Routed metal, one color a layer:
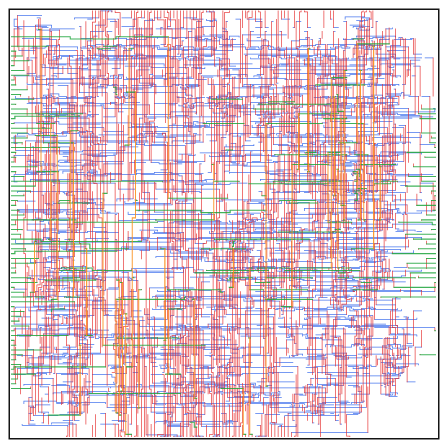
Signal wires on met3:
The bar under the picture is 20 um long.
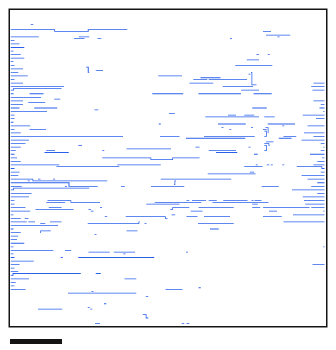
Placed standard cells:
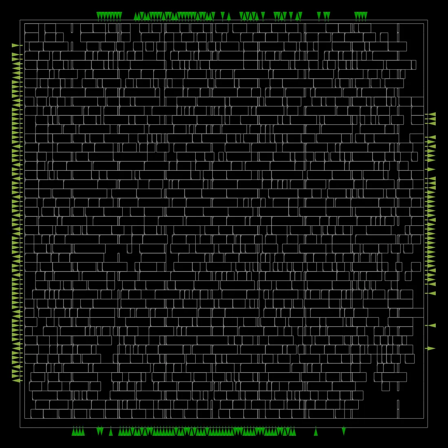
**src/rtl/trap_pkg.sv**
```systemverilog
// trap_pkg: shared definitions for the supervisor trap controller.
//   - state_e        : trap FSM state encoding (also exposed in status[5:3])
//   - CSR_*          : CSR address map for csr_addr
//   - CAUSE_*        : exception class codes found in scause[63:61]
//   - STATUS_*       : bit positions inside the status CSR
// Optional feature macro used by the users of this package: TRAP_COUNTER_EN.
package trap_pkg;

    typedef enum logic [2:0] {
        StRun       = 3'd0,
        StTrapFlush = 3'd1,
        StHandler   = 3'd2,
        StRetFlush  = 3'd3,
        StHalt      = 3'd4
    } state_e;

    localparam logic [1:0] CSR_SEPC   = 2'd0;
    localparam logic [1:0] CSR_SCAUSE = 2'd1;
    localparam logic [1:0] CSR_STVEC  = 2'd2;
    localparam logic [1:0] CSR_STATUS = 2'd3;

    localparam logic [2:0] CAUSE_LOAD   = 3'b000;
    localparam logic [2:0] CAUSE_STORE  = 3'b001;
    localparam logic [2:0] CAUSE_ALU    = 3'b010;
    localparam logic [2:0] CAUSE_BRANCH = 3'b011;

    localparam int unsigned STATUS_IE         = 0;
    localparam int unsigned STATUS_IN_HANDLER = 1;
    localparam int unsigned STATUS_DF         = 2;
    localparam int unsigned STATUS_STATE_LSB  = 3;
    localparam int unsigned STATUS_STATE_MSB  = 5;
    localparam int unsigned STATUS_CNT_LSB    = 16;
    localparam int unsigned STATUS_CNT_MSB    = 31;

endpackage

```
**src/rtl/trap_csr_file.sv**
```systemverilog
// trap_csr_file: supervisor trap CSRs (sepc, scause, stvec, status), write
// decode and combinational read mux.
// Ports:
//   clk, rst          : clock, synchronous active-high reset
//   wr_en             : CSR write, already qualified by the FSM
//   addr, wdata       : CSR address / write data
//   rdata             : zero-extended read data for addr
//   trap_latch        : capture sepc_in/scause_in (wins over a CSR write)
//   sepc_in, scause_in: faulting PC and cause
//   set_df            : record a double fault in status.df
//   trap_accept       : a trap was accepted (feeds the optional counter)
//   state, in_handler : FSM view reflected in status
//   sepc, stvec       : current register values for redirect targets
// With TRAP_COUNTER_EN defined, a 16-bit saturating trap counter is kept and
// shown in status[31:16]; any status write clears it.
module trap_csr_file
    import trap_pkg::*;
#(
    parameter int unsigned     PC_W      = 15,
    parameter int unsigned     CAUSE_W   = 64,
    parameter logic [PC_W-1:0] STVEC_RST = 15'h1F00
) (
    input  logic               clk,
    input  logic               rst,
    input  logic               wr_en,
    input  logic [1:0]         addr,
    input  logic [CAUSE_W-1:0] wdata,
    output logic [CAUSE_W-1:0] rdata,
    input  logic               trap_latch,
    input  logic [PC_W-1:0]    sepc_in,
    input  logic [CAUSE_W-1:0] scause_in,
    input  logic               set_df,
    input  logic               trap_accept,
    input  state_e             state,
    input  logic               in_handler,
    output logic [PC_W-1:0]    sepc,
    output logic [PC_W-1:0]    stvec
);

    logic [PC_W-1:0]    sepc_q;
    logic [CAUSE_W-1:0] scause_q;
    logic [PC_W-1:0]    stvec_q;
    logic               ie_q;
    logic               df_q;

    always_ff @(posedge clk) begin
        if (rst) begin
            sepc_q   <= '0;
            scause_q <= '0;
            stvec_q  <= STVEC_RST;
            ie_q     <= 1'b0;
            df_q     <= 1'b0;
        end else begin
            if (wr_en) begin
                unique case (addr)
                    CSR_SEPC:   sepc_q   <= wdata[PC_W-1:0];
                    CSR_SCAUSE: scause_q <= wdata;
                    CSR_STVEC:  stvec_q  <= wdata[PC_W-1:0];
                    CSR_STATUS: ie_q     <= wdata[STATUS_IE];
                    default:    ;
                endcase
            end
            // Hardware capture of a faulting instruction overrides software.
            if (trap_latch) begin
                sepc_q   <= sepc_in;
                scause_q <= scause_in;
            end
            if (set_df) begin
                df_q <= 1'b1;
            end
        end
    end

`ifdef TRAP_COUNTER_EN
    logic [15:0] trap_cnt_q;

    always_ff @(posedge clk) begin
        if (rst) begin
            trap_cnt_q <= '0;
        end else if (wr_en && (addr == CSR_STATUS)) begin
            trap_cnt_q <= '0;
        end else if (trap_accept && (trap_cnt_q != 16'hFFFF)) begin
            trap_cnt_q <= trap_cnt_q + 16'd1;
        end
    end
`else
    logic unused_trap_accept;
    assign unused_trap_accept = trap_accept;
`endif

    always_comb begin
        rdata = '0;
        unique case (addr)
            CSR_SEPC:   rdata[PC_W-1:0] = sepc_q;
            CSR_SCAUSE: rdata = scause_q;
            CSR_STVEC:  rdata[PC_W-1:0] = stvec_q;
            CSR_STATUS: begin
                rdata[STATUS_IE]                         = ie_q;
                rdata[STATUS_IN_HANDLER]                 = in_handler;
                rdata[STATUS_DF]                         = df_q;
                rdata[STATUS_STATE_MSB:STATUS_STATE_LSB] = state;
`ifdef TRAP_COUNTER_EN
                rdata[STATUS_CNT_MSB:STATUS_CNT_LSB]     = trap_cnt_q;
`endif
            end
            default: ;
        endcase
    end

    assign sepc  = sepc_q;
    assign stvec = stvec_q;

endmodule

```
**src/rtl/trap_controller.sv**
```systemverilog
// trap_controller: consumer of the EXE-stage exception pulse. Captures the
// faulting PC/cause, redirects fetch to stvec, flushes the pipeline, tracks
// handler execution and returns to sepc + PC_STEP on SRET.
// Ports:
//   clk, rst              : clock, synchronous active-high reset
//   exception, sepc_in,
//   scause_in             : exception pulse with faulting PC and cause
//   sret                  : SRET committed in EXE
//   csr_we, csr_addr,
//   csr_wdata, csr_rdata  : CSR access (writes honoured only in HANDLER)
//   pc_redirect,
//   redirect_pc           : one-cycle fetch redirect and its target
//   flush                 : squash IF/ID/EXE
//   in_handler            : trap handler running
//   halted                : double fault, core must stop
// Optional feature macro: TRAP_COUNTER_EN (trap counter in status[31:16]).
module trap_controller
    import trap_pkg::*;
#(
    parameter int unsigned     PC_W         = 15,
    parameter int unsigned     CAUSE_W      = 64,
    parameter logic [PC_W-1:0] STVEC_RST    = 15'h1F00,
    parameter int unsigned     FLUSH_CYCLES = 2,
    parameter int unsigned     PC_STEP      = 4
) (
    input  logic               clk,
    input  logic               rst,
    input  logic               exception,
    input  logic [PC_W-1:0]    sepc_in,
    input  logic [CAUSE_W-1:0] scause_in,
    input  logic               sret,
    input  logic               csr_we,
    input  logic [1:0]         csr_addr,
    input  logic [CAUSE_W-1:0] csr_wdata,
    output logic [CAUSE_W-1:0] csr_rdata,
    output logic               pc_redirect,
    output logic [PC_W-1:0]    redirect_pc,
    output logic               flush,
    output logic               in_handler,
    output logic               halted
);

    localparam logic [2:0]      FLUSH_LAST = 3'(FLUSH_CYCLES - 1);
    localparam logic [PC_W-1:0] PC_STEP_W  = PC_W'(PC_STEP);

    state_e          state_q, state_d;
    logic [2:0]      cnt_q, cnt_d;
    logic            trap_latch, set_df, trap_accept;
    logic            csr_wr;
    logic [PC_W-1:0] sepc, stvec;

    assign csr_wr = csr_we && (state_q == StHandler);

    trap_csr_file #(
        .PC_W      (PC_W),
        .CAUSE_W   (CAUSE_W),
        .STVEC_RST (STVEC_RST)
    ) u_csr (
        .clk         (clk),
        .rst         (rst),
        .wr_en       (csr_wr),
        .addr        (csr_addr),
        .wdata       (csr_wdata),
        .rdata       (csr_rdata),
        .trap_latch  (trap_latch),
        .sepc_in     (sepc_in),
        .scause_in   (scause_in),
        .set_df      (set_df),
        .trap_accept (trap_accept),
        .state       (state_q),
        .in_handler  (in_handler),
        .sepc        (sepc),
        .stvec       (stvec)
    );

    always_ff @(posedge clk) begin
        if (rst) begin
            state_q <= StRun;
            cnt_q   <= '0;
        end else begin
            state_q <= state_d;
            cnt_q   <= cnt_d;
        end
    end

    always_comb begin
        state_d     = state_q;
        cnt_d       = cnt_q;
        pc_redirect = 1'b0;
        redirect_pc = '0;
        flush       = 1'b0;
        in_handler  = 1'b0;
        halted      = 1'b0;
        trap_latch  = 1'b0;
        set_df      = 1'b0;
        trap_accept = 1'b0;
        unique case (state_q)
            StRun: begin
                if (exception) begin
                    trap_latch  = 1'b1;
                    trap_accept = 1'b1;
                    state_d     = StTrapFlush;
                    cnt_d       = '0;
                end
            end
            StTrapFlush: begin
                flush = 1'b1;
                // The first flush cycle carries the redirect pulse.
                if (cnt_q == 3'd0) begin
                    pc_redirect = 1'b1;
                    redirect_pc = stvec;
                end
                if (cnt_q == FLUSH_LAST) begin
                    state_d = StHandler;
                    cnt_d   = '0;
                end else begin
                    cnt_d = cnt_q + 3'd1;
                end
            end
            StHandler: begin
                in_handler = 1'b1;
                if (exception) begin
                    trap_latch  = 1'b1;
                    set_df      = 1'b1;
                    trap_accept = 1'b1;
                    state_d     = StHalt;
                end else if (sret) begin
                    state_d = StRetFlush;
                    cnt_d   = '0;
                end
            end
            StRetFlush: begin
                flush = 1'b1;
                // sepc already holds any CSR write made alongside the sret.
                if (cnt_q == 3'd0) begin
                    pc_redirect = 1'b1;
                    redirect_pc = sepc + PC_STEP_W;
                end
                if (cnt_q == FLUSH_LAST) begin
                    state_d = StRun;
                    cnt_d   = '0;
                end else begin
                    cnt_d = cnt_q + 3'd1;
                end
            end
            StHalt: begin
                halted = 1'b1;
                flush  = 1'b1;
            end
            default: begin
                state_d = StRun;
                cnt_d   = '0;
            end
        endcase
    end

endmodule

```
**config.mk**
```make
export PLATFORM = sky130hd
export DESIGN_NAME = trap_controller
export DESIGN_NICKNAME = d
export VERILOG_FILES = /design/src/rtl/trap_pkg.sv /design/src/rtl/trap_csr_file.sv /design/src/rtl/trap_controller.sv
export SDC_FILE = /design/constraint.sdc
export NUM_CORES = 1
export LEC_CHECK = 0
export CAP_MARGIN = 0
export CORE_UTILIZATION = 39
export CTS_CLUSTER_DIAMETER = 60
export DETAILED_ROUTE_END_ITERATION = 8
export PLACE_DENSITY_LB_ADDON = 0.08
export SLEW_MARGIN = 20
export SYNTH_ARGS = -nofsm -noshare
export SYNTH_HDL_FRONTEND = slang
export SYNTH_SLANG_ARGS = --single-unit
```
**constraint.sdc**
```tcl
create_clock -name clk -period 1.7 [get_ports clk]
set_input_delay 0.34 -clock clk [delete_from_list [all_inputs] [get_ports clk]]
set_output_delay 0.34 -clock clk [all_outputs]
set_load 0.02 [all_outputs]
```
==> impl_metrics.yaml <==
# synthesis and place-and-route metrics
pwr:
  finalPower_mw: 6.73
  p_comb_frac: 0.296
  power.density_nw_per_um2: 603
  sw_frac_of_total: 0.300
  switchingPower_mw: 2.01
  seqPwrFrac: 0.406
finish:
  final_cell_mix: "clkdlybuf4s50_1 (146), nand2_1 (102), nor2_1 (97), buf_4 (91), dfxtp_1 (89)"
  final_layout_size_suffix_gt1_frac: 0.484
  largest_register_ffs: 64
  mostFrequentLayoutCell: "clkdlybuf4s50_1"
  final_util: 0.807
  regMostFlops: "u_csr.scause_q"
  fin_area_um2: 11200
clocking:
  cts_tree: "yes"
  cts_sinks: 102
  cts_buffers: 9
  clkTransAtPathRegs_ns: 0.07
critical_path:
  crit_end: "redirect_pc[14]"
  regToRegEndpoint: "u_csr.scause_q[26]"
  critical-path-slowest-cell: "dfxtp_4"
  r2r_start: "state_q[2]"
  path_class: "reg2out"
  cp_slowest_stage_delay_ns: 0.37
  startpoint_type: "register"
  crit_chain: "ha_4, and4_4, nor4b_4, xnor2_1, a211oi_2, buf_4"
  rr_worst_depth: 10
final_timing:
  final_hold_viol_count: 0
  fmax_ghz: 0.441
  rsz0062_at_grt: "yes"
  finalSetupTns_ns: -28.60
  fin_skew_ns: 0.00724
  finalCriticalPeriod_ns: 2.27
  drv_slew: 0
  finalSetupViolations: 120
  slew_headroom: 0.444
  tightestPinTransition_ns: 0.833
  finalCritPeriodShare: 1.33
  fin_ws_ns: -0.568
synthesis:
  yosys.area_share.aoi: 0.170
  postSynth.asyncResetShare: 0
  synthMuxAreaShare: 0.0521
  synth_top_cell_by_count: "nand2_1"
  fp_nets: 879
  synth-area-yosys_um2: 5500
  ys_ff: 102
  synth_top_cell_by_area: "dfxtp_1"
  edf_count: 0
  ys_top_cells_by_count: "nand2_1 (211), nor2_1 (104), dfxtp_1 (102)"
  yosysTopAreaCellShare: 0.371
  synth.distinct_cells: 35
  ys_dominant_reg_cell: "dfxtp_1"
  yosys_warnings: 0
  netlist_logic_family_top: "simple AND/OR/NAND/NOR gates"
  mappedNetlistArea_um2: 5500
  yosys.stat.seqShare: 0.371
  adder_share: 0.00228
  topCellsByArea: "dfxtp_1 (37%), nand2_1 (14%), a311oi_1 (13%)"
  ys_cells: 728
global_routing:
  grt_pass1_wl_um: 34400
  grt_antenna_before_repair: 1
  grt_max_degree: 53
  grtUsageTotal: 0.308
  overflow: 0
die:
  io_pins: 233
  chip_area_um2: 14600
  fp.dieH_um: 121
  die_x_um: 121
placement:
  portBuffers: 232
  dp_cells: 1147
  dpl_worst_slack_ns: -0.819
  dpl.hpwl_um: 14400
  dpl_cell_area_um2: 8580
status:
  status: "finished with violations"
  failed_checks: "negative setup slack"
route:
  viasPerCell: 5.65
  drc: 0
  drtAntennaViolNets: 0
  routed_wl_um: 25700
  routedWlPerCell_um: 20.8
  vias: 6974
  first_iter_violations: 433
worst_hold_path:
  min_path_type: "reg2reg"
flow_run:
  drv_cap: 0
  tool_warnings: 29
-- 'routed metal, one color a layer' (at the start) --
color	layer	wire length
orange	met4	1290 um
blue	met1	9620 um
red	met2	13100 um
green	met3	1590 um

-- 'signal wires on met3' (at the start) --
nets with wire on the layer	193
main direction	horizontal
longest straight run	42.5 um
wire length on this layer	1590 um
share of all routed wire	6.2%

-- 'placed standard cells' (at the start) --
Post-Layout Cell Count: 1235
Placement Rows: 43
Filler cells: 834
core area: 13800 um2
sequential share of cell area: 0.186

[area by class of cell]
type / instances / area [um2]
inverter: 5 / 18.8
antenna: 1 / 2.50
clock inverter: 1 / 5.00
fill: 834 / 2670
clock buffer: 15 / 268
timing repair buffer: 376 / 4200
tap: 180 / 225
sequential: 102 / 2070
multi-input combinational: 555 / 4370
[metal layers]
metal  up-vias  wire [um]  GRT usage
li1       3153          -          -
met1      3392       9620      0.354
met2       335      13100      0.550
met3        94       1590     0.0608
met4         0       1290      0.134
met5         -          0          0
[how the worst min path moves through the flow]
stage,startpoint,to,depth (start not counted)
3_5_place_dp,u_csr.scause_q[20],u_csr.scause_q[20],2
2_1_floorplan,u_csr.df_q,u_csr.df_q,2
5_1_grt,u_csr.stvec[11],u_csr.stvec[11],2
6_report,u_csr.stvec[13],u_csr.stvec[13],2
3_3_place_gp,u_csr.stvec[5],u_csr.stvec[5],2
4_1_cts,u_csr.scause_q[20],u_csr.scause_q[20],2
[timing repair]
action,4_1_cts,5_1_grt
pin swaps,101,99
gates resized,558,300
gates cloned,16,6
hold buffers,0,0
buffers inserted,37,25
endpoints found under the setup margin,162,162
[critical path, delay by kind of cell (launching register included)]
kind / cells / cell delay, ns
simple gates: 2 / 0.46
flops: 1 / 0.37
compound gates: 1 / 0.30
buf+inv: 1 / 0.20
fa+ha+maj: 1 / 0.14
xor+xnor: 1 / 0.11
[power groups by stage]
| stage | Combinational (mW) | Sequential [mW] | Clock [mW] |
|---|---|---|---|
| floorplan | 0.686 | 2.70 | 0 |
| global placement | 1.47 | 2.72 | 0 |
| detailed placement | 1.51 | 2.72 | 0 |
| CTS | 1.65 | 2.68 | 2.00 |
| global route | 2.10 | 2.74 | 2.09 |
| finish | 1.99 | 2.73 | 2.01 |
Power figures rest on the tool's default switching activity, not on a simulated workload.
